<file path="config.mk">
export PLATFORM = sky130hd
export DESIGN_NAME = mem_access
export DESIGN_NICKNAME = d
export VERILOG_FILES = /design/src/rtl/mem_access.sv
export SDC_FILE = /design/constraint.sdc
export NUM_CORES = 1
export LEC_CHECK = 0
export CAP_MARGIN = 5
export CORE_MARGIN = 2
export CORE_UTILIZATION = 46
export CTS_CLUSTER_SIZE = 20
export DETAILED_ROUTE_END_ITERATION = 7
export PLACE_DENSITY = 0.91
export REMOVE_ABC_BUFFERS = 1
export SYNTH_ARGS = -nofsm -noshare
export SYNTH_HDL_FRONTEND = slang
export SYNTH_SLANG_ARGS = --single-unit
export TNS_END_PERCENT = 5
</file>
<file path="constraint.sdc">
create_clock -name clk -period 7 [get_ports clk]
set_input_delay 1.4 -clock clk [delete_from_list [all_inputs] [get_ports clk]]
set_output_delay 1.4 -clock clk [all_outputs]
set_load 0.005 [all_outputs]
</file>
<file path="src/rtl/mem_access.sv">
// RV32I memory stage: non-memory results pass to writeback after one cycle; loads/stores run a
// req/ack data-memory transaction. Define MEM_MISALIGN_TRAP_EN to trap misaligned half/word accesses.

`ifndef OPCODE_WIDTH
`define OPCODE_WIDTH 11
`endif
`ifndef L_type
`define L_type 2
`endif
`ifndef S_type
`define S_type 3
`endif

module mem_access #(
  parameter int OPC_W  = `OPCODE_WIDTH,
  parameter int ADDR_W = 32
) (
  input  logic              clk,
  input  logic              reset,
  input  logic              i_ce,
  input  logic              i_flush,
  input  logic              i_stall,
  input  logic [OPC_W-1:0]  i_opcode,
  input  logic [2:0]        i_func3,
  input  logic [31:0]       i_y,
  input  logic [31:0]       i_rs2,
  input  logic [31:0]       i_rd,
  input  logic [4:0]        i_rd_addr,
  input  logic              i_wr_reg_valid,
  output logic              o_stall,
  output logic              o_ce,
  output logic [31:0]       o_rd,
  output logic [4:0]        o_rd_addr,
  output logic              o_wr_reg_valid,
  output logic              o_mem_req,
  output logic              o_mem_we,
  output logic [ADDR_W-1:0] o_mem_addr,
  output logic [31:0]       o_mem_wdata,
  output logic [3:0]        o_mem_wstrb,
  input  logic              i_mem_ack,
  input  logic [31:0]       i_mem_rdata
`ifdef MEM_MISALIGN_TRAP_EN
  ,
  output logic              o_misalign,
  output logic [31:0]       o_misalign_addr
`endif
);

  typedef enum logic [1:0] {IDLE = 2'd0, WAIT = 2'd1, HOLD = 2'd2} state_t;
  state_t state_reg, state_next;

  logic        ce_reg, ce_next, wrv_reg, wrv_next, req_reg, req_next;
  logic [31:0] rd_reg, rd_next, hold_reg, hold_next;
  logic [4:0]  rd_addr_reg, rd_addr_next;
  logic              we_reg;
  logic [ADDR_W-1:0] addr_reg;
  logic [31:0]       wdata_reg;
  logic [3:0]        wstrb_reg;
  logic [2:0]        f3_reg;
  logic [1:0]        lane_reg;
  logic [4:0]        txn_rd_addr_reg;
  logic              txn_wrv_reg;

  logic        accept, is_load, is_store, is_mem, misaligned, issue;
  logic [31:0] st_wdata, load_val, ack_result;
  logic [3:0]  st_wstrb;
  logic [7:0]  ld_byte;
  logic [15:0] ld_half;
  logic        unused_opcode;

  assign unused_opcode = ^i_opcode;
  assign is_load  = i_opcode[`L_type];
  assign is_store = i_opcode[`S_type];
  assign is_mem   = is_load | is_store;
  assign accept   = i_ce && !i_flush && !i_stall && (state_reg == IDLE);
  assign issue    = accept && is_mem && !misaligned;

`ifdef MEM_MISALIGN_TRAP_EN
  logic        misalign_reg;
  logic [31:0] misalign_addr_reg;

  always_comb begin
    misaligned = 1'b0;
    if (is_mem) begin
      case (i_func3[1:0])
        2'b00:   misaligned = 1'b0;
        2'b01:   misaligned = i_y[0];
        default: misaligned = |i_y[1:0];
      endcase
    end
  end

  always_ff @(posedge clk or posedge reset) begin
    if (reset) begin
      misalign_reg      <= 1'b0;
      misalign_addr_reg <= 32'd0;
    end else begin
      misalign_reg <= accept && misaligned;
      if (accept && misaligned) misalign_addr_reg <= i_y;
    end
  end

  assign o_misalign      = misalign_reg;
  assign o_misalign_addr = misalign_addr_reg;
`else
  assign misaligned = 1'b0;
`endif

  // Store lanes: data is replicated so the strobe alone selects the written bytes.
  always_comb begin
    case (i_func3[1:0])
      2'b00: begin
        st_wstrb = 4'b0001 << i_y[1:0];
        st_wdata = {4{i_rs2[7:0]}};
      end
      2'b01: begin
        st_wstrb = 4'b0011 << {i_y[1], 1'b0};
        st_wdata = {2{i_rs2[15:0]}};
      end
      default: begin
        st_wstrb = 4'b1111;
        st_wdata = i_rs2;
      end
    endcase
  end

  assign ld_byte = i_mem_rdata[{lane_reg, 3'b000} +: 8];
  assign ld_half = i_mem_rdata[{lane_reg[1], 4'b0000} +: 16];

  always_comb begin
    case (f3_reg[1:0])
      2'b00:   load_val = {{24{~f3_reg[2] & ld_byte[7]}}, ld_byte};
      2'b01:   load_val = {{16{~f3_reg[2] & ld_half[15]}}, ld_half};
      default: load_val = i_mem_rdata;
    endcase
  end

  assign ack_result = we_reg ? 32'd0 : load_val;

  always_ff @(posedge clk or posedge reset) begin
    if (reset) state_reg <= IDLE;
    else       state_reg <= state_next;
  end

  always_comb begin
    state_next = state_reg;
    case (state_reg)
      IDLE:    if (issue) state_next = WAIT;
      WAIT:    if (i_mem_ack) state_next = i_stall ? HOLD : IDLE;
      HOLD:    if (!i_stall) state_next = IDLE;
      default: state_next = IDLE;
    endcase
  end

  // Writeback outputs hold their value (including o_ce) whenever writeback stalls.
  always_comb begin
    o_stall      = (state_reg != IDLE) || i_stall;
    ce_next      = i_stall ? ce_reg : 1'b0;
    rd_next      = rd_reg;
    rd_addr_next = rd_addr_reg;
    wrv_next     = wrv_reg;
    req_next     = req_reg;
    hold_next    = hold_reg;
    case (state_reg)
      IDLE: begin
        if (accept && !is_mem) begin
          ce_next      = 1'b1;
          rd_next      = i_rd;
          rd_addr_next = i_rd_addr;
          wrv_next     = i_wr_reg_valid && (i_rd_addr != 5'd0);
        end else if (issue) begin
          req_next = 1'b1;
        end
      end
      WAIT: begin
        if (i_mem_ack) begin
          req_next = 1'b0;
          if (!i_stall) begin
            ce_next      = 1'b1;
            rd_next      = ack_result;
            rd_addr_next = txn_rd_addr_reg;
            wrv_next     = txn_wrv_reg;
          end else begin
            hold_next = ack_result;
          end
        end
      end
      HOLD: begin
        if (!i_stall) begin
          ce_next      = 1'b1;
          rd_next      = hold_reg;
          rd_addr_next = txn_rd_addr_reg;
          wrv_next     = txn_wrv_reg;
        end
      end
      default: req_next = 1'b0;
    endcase
  end

  always_ff @(posedge clk or posedge reset) begin
    if (reset) begin
      ce_reg          <= 1'b0;
      rd_reg          <= 32'd0;
      rd_addr_reg     <= 5'd0;
      wrv_reg         <= 1'b0;
      req_reg         <= 1'b0;
      hold_reg        <= 32'd0;
      we_reg          <= 1'b0;
      addr_reg        <= '0;
      wdata_reg       <= 32'd0;
      wstrb_reg       <= 4'd0;
      f3_reg          <= 3'd0;
      lane_reg        <= 2'd0;
      txn_rd_addr_reg <= 5'd0;
      txn_wrv_reg     <= 1'b0;
    end else begin
      ce_reg      <= ce_next;
      rd_reg      <= rd_next;
      rd_addr_reg <= rd_addr_next;
      wrv_reg     <= wrv_next;
      req_reg     <= req_next;
      hold_reg    <= hold_next;
      if (issue) begin
        we_reg          <= is_store;
        addr_reg        <= {i_y[ADDR_W-1:2], 2'b00};
        wdata_reg       <= is_store ? st_wdata : 32'd0;
        wstrb_reg       <= is_store ? st_wstrb : 4'd0;
        f3_reg          <= i_func3;
        lane_reg        <= i_y[1:0];
        txn_rd_addr_reg <= i_rd_addr;
        txn_wrv_reg     <= i_wr_reg_valid && !is_store && (i_rd_addr != 5'd0);
      end
    end
  end

  assign o_ce           = ce_reg;
  assign o_rd           = rd_reg;
  assign o_rd_addr      = rd_addr_reg;
  assign o_wr_reg_valid = wrv_reg;
  assign o_mem_req      = req_reg;
  assign o_mem_we       = we_reg;
  assign o_mem_addr     = addr_reg;
  assign o_mem_wdata    = wdata_reg;
  assign o_mem_wstrb    = wstrb_reg;

endmodule

</file>
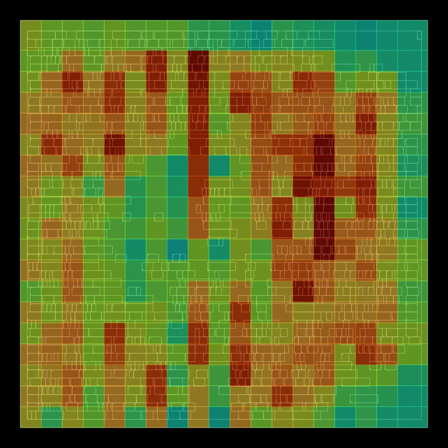
(images/final_congestion.png)
global routing's busiest layer: met2
routing usage on met3: 8.617%
met2 track demand over resource in global routing: 46.50%

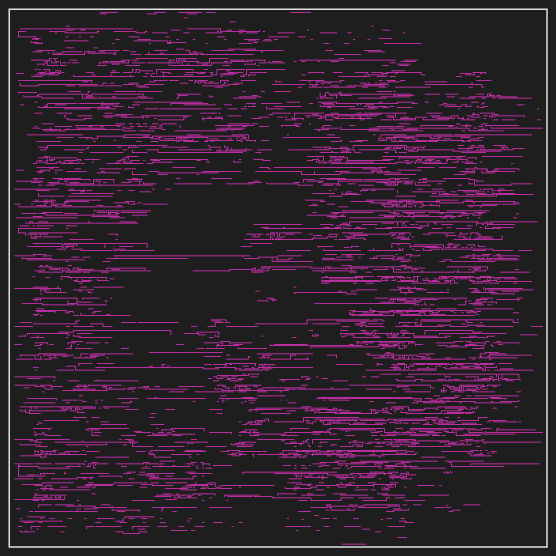
(images/met1.png)
Scale: 4 px per um.
The layer holds 38% of the routed length. The layer carries 9560 um of wire.

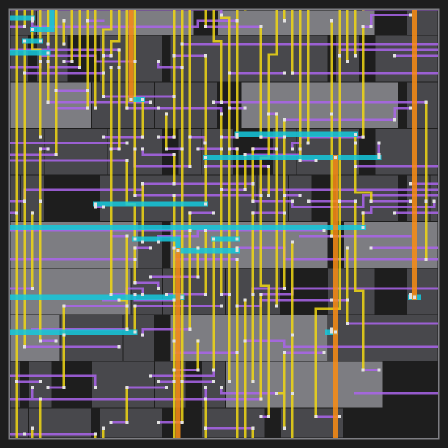
(images/zoom.png)
Window x 21 to 46, y 88 to 113 um. Cells in grey, sequential cells in the stronger grey; small squares are vias.
Cyan marks met3. Yellow marks met2. Purple marks met1. Orange marks met4.
45 logic cells have their middle in the window. Netlist names of flops here include `o_mem_wdata` (9), `o_mem_wstrb` (1). Sequential cells in the window: 10. Most frequent: clkdlybuf4s50_1 (10), dfrtp_1 (10), nand2_1 (7).

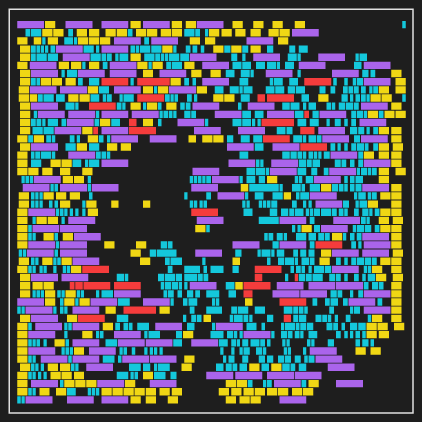
(images/cell_classes.png)
Scale: 3 px per um.
Red marks clock drivers and dummy loads, cells 31, share of their area 5.5%. Cyan marks all other logic, cells 661, share of their area 35%. Yellow marks other buffers and delay cells, cells 263, share of their area 24%. Purple marks flops, cells 152, share of their area 35%.
post-layout utilization of the core: 66.33%
placeable core region: 16580 sq um
sequential share of cell area: 34.58%

## critical path: stages
cell and delay, ns:
clkdlybuf4s50_1 0.76, nand2b_1 0.17, clkdlybuf4s50_1 0.49
## metal layers
layer	global-route usage (%)	wire length, um
met1	34.11	9560
met2	46.50	12270
met3	8.617	2508
met4	10.94	782
met5	0	0
## final cells by class
class                   instances  area (sq um)
clock buffers                  19         442.9
clock inverters                12         151.4
fillers                      1258          5584
inverters                       8         35.03
multi-input cells             653          3686
flip-flops and latches        152          3804
well taps                     220         275.3
repair buffers                263          2605
## per-stage QoR
stage	utilization, %	power (mW)
after CTS	66.33	4.645
after detailed placement	62.74	3.687
after global routing	66.33	4.935
final	66.33	4.646
after floorplan	-	2.587
after global placement	62.74	3.603
==> flow_results.xml <==
<?xml version="1.0" encoding="UTF-8"?>
<metrics>
  <group name="outcome">
    <metric name="outcome" unit="">complete, no violations</metric>
  </group>
  <group name="synth">
    <metric name="asyncSetResetFlopFracSynth" unit="%">100.0</metric>
    <metric name="post_synth.cell_area_avg" unit="sq um">8.873</metric>
    <metric name="post_synthesis_compound_gate_area_fraction" unit="%">19.25</metric>
    <metric name="ys.warnings.count" unit="">0</metric>
    <metric name="synth-main-ff-cell" unit="">dfrtp_1</metric>
    <metric name="edf_count" unit="">0</metric>
    <metric name="yosys-stat-cells" unit="">877</metric>
    <metric name="postSynthSeqShare" unit="%">48.88</metric>
    <metric name="common_cells" unit="">nand2_1 (224), dfrtp_1 (152), o21ai_0 (76)</metric>
    <metric name="yosys.cell_types.count" unit="">51</metric>
    <metric name="synth.largest_area_cell" unit="">dfrtp_1</metric>
    <metric name="synth_chip_area" unit="sq um">7781</metric>
    <metric name="synthDominantCellAreaShare" unit="%">48.88</metric>
    <metric name="synthesis.instances" unit="">877</metric>
  </group>
  <group name="setup_path">
    <metric name="endpoint" unit="">o_stall</metric>
    <metric name="rr_endpoint" unit="">hold_reg[25]</metric>
    <metric name="r2r-start" unit="">state_reg[1]</metric>
    <metric name="critPathLaunch" unit="">i_stall</metric>
  </group>
  <group name="global_route">
    <metric name="grt_pass1_wl" unit="um">39420</metric>
    <metric name="via_count_of_the_first_global_routing_pass" unit="">7493</metric>
    <metric name="overflow" unit="">0</metric>
    <metric name="grt_max_degree" unit="">98</metric>
  </group>
  <group name="hold_path">
    <metric name="timing.hold.worst_path_depth" unit="">2</metric>
    <metric name="hold_path_class" unit="">flip-flop to flip-flop</metric>
    <metric name="startpoint_of_the_tightest_hold_check_path" unit="">o_mem_wstrb[3]</metric>
  </group>
  <group name="clock_tree">
    <metric name="tritoncts.num_buffers" unit="">17</metric>
    <metric name="cts.sinks" unit="">152</metric>
    <metric name="post-cts-setup-buffers" unit="">0</metric>
    <metric name="clock_insertion_delay_worst_skew" unit="ns">0.42</metric>
    <metric name="clock_tree.buffer_depth" unit="">2</metric>
    <metric name="cts.htree.levels" unit="">4</metric>
    <metric name="cts.reportedPaths.clkPinSlew" unit="ns">0.06</metric>
  </group>
  <group name="placement">
    <metric name="portBuffers" unit="">252</metric>
    <metric name="gpl.final_weighted_congestion" unit="">0.8473</metric>
    <metric name="dpl_cell_area" unit="sq um">10410</metric>
    <metric name="place_worst_setup_slack" unit="ns">2.757</metric>
  </group>
  <group name="finish">
    <metric name="area_of_all_placed_cells_without_fillers" unit="sq um">11000</metric>
    <metric name="antenna_cells_inserted" unit="">0</metric>
    <metric name="final_cell_mix" unit="">clkdlybuf4s50_1 (252), nand2_1 (224), dfrtp_1 (152)</metric>
    <metric name="fraction_of_layout_instances_using_a_drive_strength_above_1" unit="%">6.775</metric>
    <metric name="num-nets-final" unit="">1253</metric>
    <metric name="final_cells" unit="">1327</metric>
  </group>
  <group name="power_and_ir_drop">
    <metric name="power.share.sequential" unit="%">34.3</metric>
    <metric name="largestPowerGroup" unit="">combinational logic</metric>
    <metric name="comb_power_share" unit="%">45.5</metric>
    <metric name="powerSeq" unit="mW">1.59</metric>
    <metric name="static-leakage-power" unit="nW">4.763</metric>
    <metric name="power.share.clock" unit="%">20.2</metric>
    <metric name="swShare" unit="%">36.70</metric>
    <metric name="total_switching_power" unit="mW">1.705</metric>
  </group>
  <group name="drt">
    <metric name="route.detailed.vias_per_inst" unit="">5.754</metric>
    <metric name="drc" unit="">0</metric>
    <metric name="post_drt_wl_per_cell" unit="um">18.93</metric>
    <metric name="ant_nets" unit="">0</metric>
    <metric name="num_vias" unit="">7636</metric>
  </group>
  <group name="timing">
    <metric name="worst_pin_slew" unit="ns">1.052</metric>
    <metric name="final_min_period_over_clock_period" unit="%">60.35</metric>
    <metric name="tns" unit="ns">0</metric>
    <metric name="timing.final.hold_violations" unit="">0</metric>
    <metric name="achievable-frequency" unit="MHz">236.7</metric>
    <metric name="timing.clock.skew" unit="ns">0.004548</metric>
    <metric name="fin_crit" unit="ns">4.225</metric>
    <metric name="grt_setup_unrepaired" unit="">no</metric>
  </group>
  <group name="run">
    <metric name="maxCapViolations" unit="">0</metric>
  </group>
  <group name="floorplanning">
    <metric name="die_w" unit="um">134.1</metric>
    <metric name="pin_count" unit="">264</metric>
    <metric name="fp_util" unit="%">46.92</metric>
    <metric name="floorplan.die_area" unit="sq um">17970</metric>
  </group>
</metrics>
No activity file was given, so power comes from the tool's default toggle rates.
